File: config.mk
export PLATFORM = sky130hd
export DESIGN_NAME = fetch
export DESIGN_NICKNAME = d
export VERILOG_FILES = /design/src/rtl/fetch.sv
export SDC_FILE = /design/constraint.sdc
export NUM_CORES = 1
export LEC_CHECK = 0
export ABC_AREA = 1
export CAP_MARGIN = 0
export CORE_MARGIN = 1
export CORE_UTILIZATION = 42
export DETAILED_ROUTE_END_ITERATION = 8
export GPL_TIMING_DRIVEN = 0
export PLACE_DENSITY = 0.83
export REMOVE_ABC_BUFFERS = 1
export SYNTH_ARGS = -nofsm -noshare
export SYNTH_HDL_FRONTEND = slang
export SYNTH_SLANG_ARGS = --single-unit
File: constraint.sdc
create_clock -name clk -period 1.45 [get_ports clk]
set_clock_uncertainty 0.1 [all_clocks]
set_input_delay 0.435 -clock clk [delete_from_list [all_inputs] [get_ports clk]]
set_output_delay 0.435 -clock clk [all_outputs]
set_load 0.02 [all_outputs]
File: src/rtl/fetch.sv
// Instruction fetch stage: owns the PC, registers the fetched word into ir, and handles
// jump redirects (one-bubble flush), stalls and HALT.
module fetch #(
  parameter int unsigned A_SIZE  = 10,
  parameter int unsigned D_SIZE  = 32,
  parameter logic [6:0]  HALT_OP = 7'h7F
) (
  input  logic              clk,
  input  logic              rst,
  output logic [A_SIZE-1:0] pc,
  input  logic [15:0]       instruction,
  input  logic              stall,
  input  logic              jmp_en,
  input  logic [A_SIZE-1:0] jmp_addr,
  output logic [15:0]       ir,
  output logic [A_SIZE-1:0] pc_ir,
  output logic              ir_valid,
  output logic              halted
);

  localparam logic [15:0] Nop = 16'h0000;

  // D_SIZE only keeps the parameter list uniform across stages.
  if (D_SIZE == 0) begin : g_dsize_unused
  end

  logic [A_SIZE-1:0] pc_q, pc_d;
  logic [A_SIZE-1:0] pc_ir_q, pc_ir_d;
  logic [15:0]       ir_q, ir_d;
  logic              ir_valid_q, ir_valid_d;
  logic              halted_q, halted_d;
  logic              is_halt;

  assign is_halt = (instruction[15:9] == HALT_OP);

  always_comb begin
    pc_d       = pc_q;
    pc_ir_d    = pc_ir_q;
    ir_d       = ir_q;
    ir_valid_d = ir_valid_q;
    halted_d   = halted_q;
    if (jmp_en) begin
      // Redirect wins over stall and clears a younger HALT.
      pc_d       = jmp_addr;
      ir_d       = Nop;
      ir_valid_d = 1'b0;
      halted_d   = 1'b0;
    end else if (stall) begin
      // Hold everything; the same address is simply re-presented.
    end else if (halted_q) begin
      ir_d       = Nop;
      ir_valid_d = 1'b0;
    end else begin
      ir_d       = instruction;
      pc_ir_d    = pc_q;
      ir_valid_d = 1'b1;
      if (is_halt) begin
        halted_d = 1'b1;
      end else begin
        pc_d = pc_q + 1'b1;
      end
    end
  end

  always_ff @(posedge clk) begin
    if (rst) begin
      pc_q       <= '0;
      pc_ir_q    <= '0;
      ir_q       <= Nop;
      ir_valid_q <= 1'b0;
      halted_q   <= 1'b0;
    end else begin
      pc_q       <= pc_d;
      pc_ir_q    <= pc_ir_d;
      ir_q       <= ir_d;
      ir_valid_q <= ir_valid_d;
      halted_q   <= halted_d;
    end
  end

  assign pc       = pc_q;
  assign pc_ir    = pc_ir_q;
  assign ir       = ir_q;
  assign ir_valid = ir_valid_q;
  assign halted   = halted_q;

endmodule

==> job_summary.md, run 1 <==
### Flow metrics

| Metric | Value |
|---|---|
| RSZ-0062 raised after global routing | no |
| Startpoint Class | flip-flop |
| Slew @ Worst Pin | 0.401 ns |
| Root Buffer | clkbuf_8 |
| Hold slack final | 0.357 ns |
| Drt pass-1 iters | 4 |
| Core Util, Final | 64.8% |
| VDD IR max | 0.000559 V |
| Top power group | registers |
| GR Util met3 | 5.63% |
| Logic pwr share | 17.5% |
| FP Core Util | 44.7% |
| Buf/Inv on CP | 1 |
| Gr usage total | 20.5% |
| Setup Crit Path Kind | flip-flop to output pin |
| Area reported by Yosys stat | 1660 um^2 |
| Worst path top cell family by delay | flip-flops |
| H-tree Lvls | 2 |
| FF-to-FF path depth | 7 |
| Post_cts resized | 160 |
| Max-cap violations | 0 |
| Dominant flop cell | dfxtp_1 |
| Sw frac | 28.0% |
| GRT met1 Usage | 24.4% |
| Hold Path Stages | 2 |
| Comb group | 402 uW |
| Net Sw Power | 643 uW |
| Largest net degree at the start of global routing | 20 |
| DRT iter0 DRCs | 53 |
| TNS Setup | 0 ns |
| Global-route wire length before repair | 6.75 mm |
| DP HPWL | 2.82 mm |
| Critical path data required time | 0.92 ns |
| Post-DRT Antenna Nets | 0 |
| Number of port buffers | 67 |
| Via density | 4.91 |
| Drc violations | 0 |
| Clk_lat worst skew | 0.29 ns |
| Seq group | 1140 uW |
| Number of buffers created by CTS | 5 |
| Internal | 1650 uW |
| Antenna Cells | 0 |
| Clk power | 755 uW |
| F_max | 706 MHz |
| Synth Cell Area | 1660 um^2 |
| Seq share, synth | 45.8% |
| Crit Path Max Fanout | 6 |
| # Cells Yosys | 232 |
| Cell Chain, Critical Path | buf_2 |
| Fin. Hold Viols | 0 |
| Power per standard cell area | 953 nW/um^2 |
| Period Utilization, post-route | 97.6% |
| Avg Cell Area, Syn | 7.16 um^2 |
| Max_slew headroom | 73.3% |
| Setup Buffers After CTS | 7 |
| Tool warnings | 25 |
| Crit path largest cell delay | 0.40 ns |
| Distinct cells, synth | 26 |
| Vias in the first global route | 1546 |
| Overflow after GRT | 0 |
| Row count | 22 |
| Logic cell area | 833 um^2 |
| Most instantiated logic cells after routing | nand2_1 (65), nor2_1 (34), dfxtp_1 (29), buf_2 (28), a21oi_1 (27) |
| Syn-to-layout area delta | 45.0% |
| Worst Path Arrival | 0.88 ns |
| Share of cells above drive strength 1 | 26.8% |
| Die height | 64.9 um |
| Post-Synthesis Cells | 232 |
| Power Total | 2300 uW |
| Tmin final | 1.42 ns |
| Initial antenna violation count | 0 |
| Clock power frac | 32.9% |
| DIE AREA | 4210 um^2 |
| Area after DPL | 2350 um^2 |
| GP Congestion | 0.894 |
| Sequential cell area | 772 um^2 |
| I/O Pins | 68 |
| EDFF count, synth | 0 |
| Post-route insts no fill | 354 |
| CP endpoint kind | output pin |
| Filler cells | 351 |
| DP Worst Slack | -1.13 ns |
| Clk slew on worst S/H paths | 0.08 ns |
| Post-route cell area | 2410 um^2 |
| CTS tree | built |
| Slew Viols, Final | 0 |
| Cell count along the critical path | 1 |
| Cts-stage hold buffer count | 0 |
| Num Clock Sinks | 38 |
| Vias | 1737 |
| DP Cell Count | 339 |
| Nets@finish | 336 |
| Deepest clock path buffer count | 2 |
| Core area | 3720 um^2 |
| Synth flops | 38 |
| Leakage | 0.00106 uW |
| Busiest layer in global routing | met2 |
| Fin worst setup slack | 0.0343 ns |
| Ys async rst share | 0% |
| Flop pwr share | 49.6% |
| WL/cell | 11.7 um |
| Type of the most critical hold path | flip-flop to flip-flop |
| Setup violators final | 0 |
| DIE WIDTH | 64.9 um |
| Outcome | complete, no violations |
| Yosys warns | 0 |
| Crit path max-delay cell type | dfxtp_2 |
## run 1: Yosys cell counts, types with 2 or more instances
cell | n | area (um^2)
nand2_1 | 68 | 255
nor2_1 | 37 | 139
o21ai_0 | 13 | 65.1
nand3_1 | 10 | 50.1
clkbuf_1 | 3 | 11.3
nand2_4 | 3 | 33.8
a21oi_1 | 27 | 135
dfxtp_1 | 38 | 761
inv_1 | 13 | 48.8
nor3_1 | 2 | 10.0
buf_2 | 3 | 15.0
## run 1: final cells by class
cell class,count,share of cell area [%]
inverter,14,2.70
tap,48,2.49
clock inverter,2,0.519
timing repair buffer,74,24.2
clock buffer,6,3.43
multi-input combinational,172,34.6
sequential,38,32.0
## run 1: state kept, by name, indices dropped and copies added, names as in the netlist
signal    flops
pc           10
pc_ir        10
ir           16
ir_valid      1
halted        1
## run 1: path summary, 6_finish.rpt
kind | slack [ns] | startpoint | to
max | 0.03 | pc[4]$_SDFFE_PP0P_ | pc[4]
min | 0.36 | ir[13]$_SDFFE_PP0N_ | ir[13]$_SDFFE_PP0N_
max reg2reg | 0.08 | pc[0]$_SDFFE_PP0P_ | pc[6]$_SDFFE_PP0P_
min reg2reg | 0.36 | ir[13]$_SDFFE_PP0N_ | ir[13]$_SDFFE_PP0N_
## run 1: layer usage
metal / share of wire (%) / up-vias
met5: 0 / -
met4: 0.87 / 0
met3: 9.5 / 3
met2: 45 / 83
met1: 45 / 758
li1: - / 893
## run 1: kinds of logic (layout without fill, tap and decap cells)
kind of cell    count (synthesis)  after routing  synth area share, %
flops                          38             38                 45.8
simple gates                  122            122                 30.9
fa+ha+maj                       1              1                0.753
xor+xnor                        1              1                0.527
compound gates                 48             48                 15.8
buf+inv                        22             96                 6.17
Run 1, gate-type map:
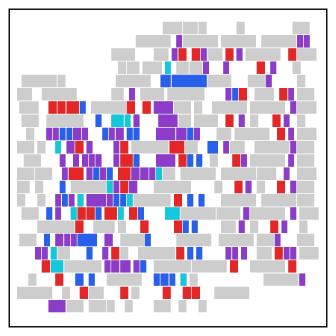
purple -> NAND gates  # cells 82, most used nand2_1
cyan -> inverters  # cells 14, most used inv_1
red -> inverting AOI/OAI gates  # cells 47, most used a21oi_1, where spread over the die
blue -> NOR gates  # cells 40, most used nor2_1
most used logic cell in the final layout: nand2_1
combinational fraction of the cell area: 34.6%

Run 1, metal 2:
Cells faint in the background.
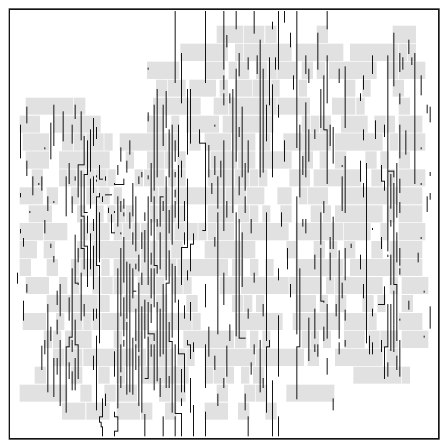
nets with wire on the layer = 264
main direction = vertical
wire length on this layer = 1850 um
DRT Wirelength: 4.14 mm
M2 GR Usage: 35.8%

Run 1, signal wires on met3:
Scale bar: 20 um.
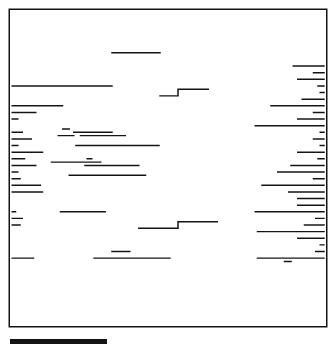
wire length on this layer = 394 um
nets with wire on the layer = 60
main direction = horizontal
share of all routed wire = 9.5%
longest straight run = 20.5 um

Run 1, sequential cells grouped by signal name:
Other sequential cells in the stronger grey, the rest of the logic in the fainter grey.
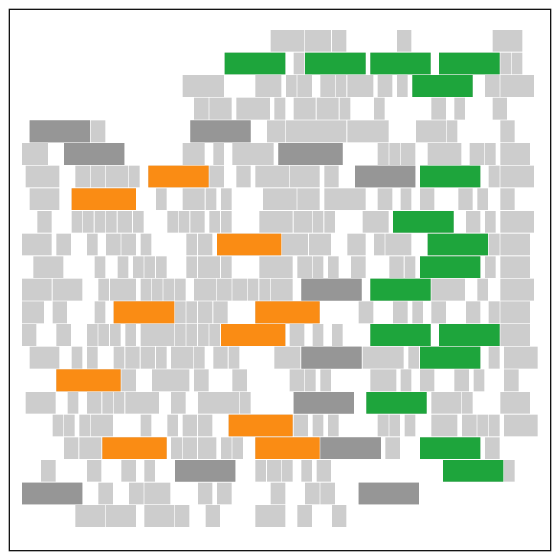
orange -> pc  # placed flops 10
green -> ir  # placed flops 16

Run 1, congestion heat map:
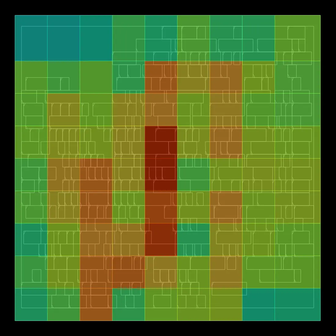

==> inputs of run 2 (changes only) <==
- CORE_UTILIZATION: 42 -> 35
- PLACE_DENSITY: 0.83 -> 0.71
Run 2, congestion heat map:
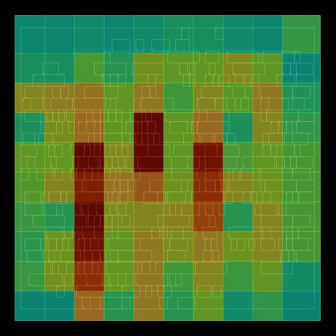
GR Util met3: 4.13%
Core Util, Final: 55.7%
M2 GR Usage: 30.1%
GRT met1 Usage: 22.3%

Run 2, metal 2:
Cells faint in the background.
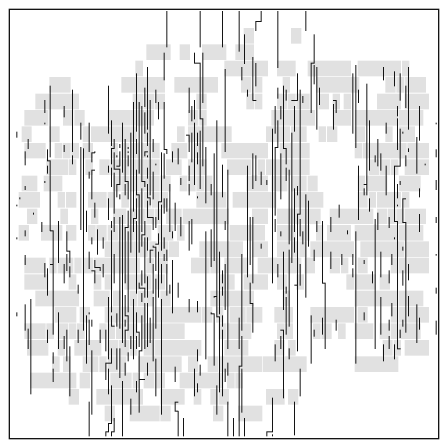
nets with wire on the layer = 275
wire length on this layer = 2040 um
main direction = vertical
longest straight run = 32.5 um
share of all routed wire = 47%

==> run 2 against run 1 <==
Against the previous run:
- routed wire length grew 5.7%
- via count grew 1.3%
- final area grew 2.6%
- hold slack gained 0.0056 ns
- count of clock-buffer cells in the layout is the same
- setup slack lost 0.0058 ns
- maximum frequency shrank 0.41%
- combinational power grew 4%
- sequential share of layout area shrank 0.83 points
- power shrank 0.94%
- flip-flop count is the same
- register-to-register slack gained 0.02 ns
- highest routed layer unchanged
==> job_summary.md, run 2 <==
### Flow metrics

| Metric | Value |
|---|---|
| Largest net degree at the start of global routing | 20 (unchanged) |
| Row count | 24 (+9.1%) |
| Max FFs per register | 16 (unchanged) |
| Clk slew on worst S/H paths | 0.07 ns (about the same) |
| Leading cell type by number of instances after synthesis | nand2_1 |
| Filler cells | 449 (+28%) |
| Period Utilization, post-route | 98.0% (+0.40 points) |
| Area reported by Yosys stat | 1660 um^2 (unchanged) |
| Tool warnings | 25 (unchanged) |
| Startpoint Class | flip-flop |
| Worst hold start | ir[13]$_SDFFE_PP0N_ |
| Most frequent cells after synthesis | nand2_1 (68), dfxtp_1 (38), nor2_1 (37) |
| I/O Pins | 68 (unchanged) |
| Via density | 4.92 (+0.19%) |
| Post-Synth Simple-Gate Area | 30.9% (unchanged) |
| Cts-stage hold buffer count | 0 (unchanged) |
| Synth logic family | simple AND/OR/NAND/NOR gates |
| Synth flops | 38 (unchanged) |
| Hold Path Stages | 2 (unchanged) |
| Distinct cells, synth | 26 (unchanged) |
| Vias in the first global route | 1551 (+0.32%) |
| TNS Setup | 0 ns (unchanged) |
| H-tree Lvls | 2 (unchanged) |
| Number of buffers created by CTS | 5 (unchanged) |
| Core area | 4440 um^2 (+20%) |
| Most instantiated logic cells after routing | nand2_1 (65), nor2_1 (34), dfxtp_1 (29), a21oi_1 (27), buf_2 (21) |
| FF-to-FF path depth | 7 (unchanged) |
| Post-Synthesis Cells | 232 (unchanged) |
| Synth Cell Area | 1660 um^2 (unchanged) |
| Power per standard cell area | 920 nW/um^2 (-3.5%) |
| Vias | 1760 (+1.3%) |
| WL/cell | 12.2 um (+4.6%) |
| Dominant cell area share | 45.8% (unchanged) |
| Deepest clock path buffer count | 2 (unchanged) |
| Outcome | complete, no violations |
| GP Congestion | 0.845 (-5.5%) |
| Initial antenna violation count | 0 (unchanged) |
| WHS Endpoint | ir[13]$_SDFFE_PP0N_ |
| # Cells Yosys | 232 (unchanged) |
| Xor/xnor share | 0.527% (unchanged) |
| Avg Cell Area, Syn | 7.16 um^2 (unchanged) |
| Top cells by area, synth | dfxtp_1 (46%), nand2_1 (15%), nor2_1 (8.4%) |
| Yosys warns | 0 (unchanged) |
| CP endpoint kind | output pin |
| Num Clock Sinks | 38 (unchanged) |
| Crit Path Max Fanout | 2 (-4) |
| Cell Chain, Critical Path | clkdlybuf4s15_2 |
| DP HPWL | 2.86 mm (+1.5%) |
| Max_slew headroom | 75.7% (+2.4 points) |
| Ys async rst share | 0% (unchanged) |
| FP Core Util | 37.4% (-7.3 points) |
| Worst Path Arrival | 0.89 ns (about the same) |
| DRT Wirelength | 4.38 mm (+5.7%) |
| R2r startpoint | pc[1]$_SDFFE_PP0P_ |
| Tmin final | 1.42 ns (+0.00577 ns) |
| Setup Buffers After CTS | 8 (+1) |
| Post_cts resized | 168 (+5.0%) |
| Critical path data required time | 0.92 ns (about the same) |
| Worst path top cell family by delay | flip-flops |
| Leakage | 0.00107 uW (+1.3%) |
| Clk_lat worst skew | 0.29 ns (about the same) |
| Slew Viols, Final | 0 (unchanged) |
| Max-cap violations | 0 (unchanged) |
| Post-DRT Antenna Nets | 0 (unchanged) |
| Root Buffer | clkbuf_8 |
| Setup violators final | 0 (unchanged) |
| Antenna Cells | 0 (unchanged) |
| Crit path max-delay cell type | dfxtp_1 |
| Fin. Hold Viols | 0 (unchanged) |
| Drc violations | 0 (unchanged) |
| Number of port buffers | 67 (unchanged) |
| Nets@finish | 338 (+0.60%) |
| DP Worst Slack | -1.18 ns (-0.0505 ns) |
| Buf/Inv on CP | 1 (unchanged) |
| Gr usage total | 17.8% (-2.7 points) |
| Aoi share | 15.8% (unchanged) |
| Setup Crit Path Kind | flip-flop to output pin |
| Overflow after GRT | 0 (unchanged) |
| Mux share | 0% (unchanged) |
| Drt pass-1 iters | 7 (+3) |
| DIE WIDTH | 70.9 um (+9.2%) |
| Syn-to-layout area delta | 48.9% |
| RR Endpoint | pc[8]$_SDFFE_PP0P_ |
| CTS tree | built |
| Dominant flop cell | dfxtp_1 |
| DIE AREA | 5030 um^2 (+19%) |
| Crit path largest cell delay | 0.33 ns (-0.07 ns) |
| Global-route wire length before repair | 7.07 mm (+4.8%) |
| Die height | 70.9 um (+9.2%) |
| Seq share, synth | 45.8% (unchanged) |
| Fin worst setup slack | 0.0285 ns (-0.00577 ns) |
| VDD IR max | 0.000430 V (-23%) |
| Adder Area Share | 0.753% (unchanged) |
| Share of cells above drive strength 1 | 26.8% (unchanged) |
| Type of the most critical hold path | flip-flop to flip-flop |
| Cell accounting for the most synthesized area | dfxtp_1 |
| EDFF count, synth | 0 (unchanged) |
| Most used logic cell in the final layout | nand2_1 |
| DRT iter0 DRCs | 102 (+92%) |
| R2r setup slk | 0.10 ns (+0.02 ns) |
| F_max | 703 MHz (-0.41%) |
| Slew @ Worst Pin | 0.365 ns (-0.0360 ns) |
==> run 2: through the flow <==
stage / total power, uW / util (%) / cell area (um^2) / std cells / hold WS, ns
after floorplan: 1360 / - / 1620 / 224 / 0.404
after global placement: 1590 / 52.9 / 2350 / 343 / 0.349
after detailed placement: 1590 / 52.9 / 2350 / 343 / 0.355
after CTS: 2300 / 56.6 / 2510 / 357 / 0.367
after global routing: 2380 / 55.7 / 2470 / 358 / 0.378
final: 2270 / 55.7 / 2470 / 358 / 0.363
==> run 2: routing by layer <==
| layer | GRT usage (%) | part of all wire (%) |
|---|---|---|
| met1 | 22.3 | 45 |
| met2 | 30.1 | 47 |
| met3 | 4.13 | 7.7 |
| met4 | 6.00 | 1.2 |
| met5 | 0 | 0 |
==> run 2: how the worst max path moves through the flow <==
stage                                from                   to  slack [ns]  depth (start not counted)
floorplan                          jmp_en  halted$_SDFFE_PP0N_      -0.003                          3
global placement                    stall   pc[7]$_SDFFE_PP0P_       -1.14                          8
detailed placement                  stall   pc[8]$_SDFFE_PP0P_       -1.18                          8
CTS                 ir_valid$_SDFFE_PP0N_             ir_valid        0.01                          1
global route           pc[0]$_SDFFE_PP0P_   pc[8]$_SDFFE_PP0P_       -0.02                          7
finish              pc_ir[6]$_SDFFE_PP0P_             pc_ir[6]        0.03                          1
==> run 2: final cells by class <==
cell class | instances | area [um^2] | share of cell area, %
multi-input combinational | 172 | 850 | 34.3
sequential | 38 | 772 | 31.2
timing repair buffer | 76 | 639 | 25.8
clock buffer | 6 | 82.6 | 3.34
inverter | 14 | 65.1 | 2.63
tap | 52 | 65.1 | 2.63
==> run 2: report_power, final <==
group / switching (uW) / internal (uW)
sequential: 40.1 / 1100
clock: 352 / 367
combinational: 234 / 183
total: 626 / 1650
No activity file was given, so power comes from the tool's default toggle rates.
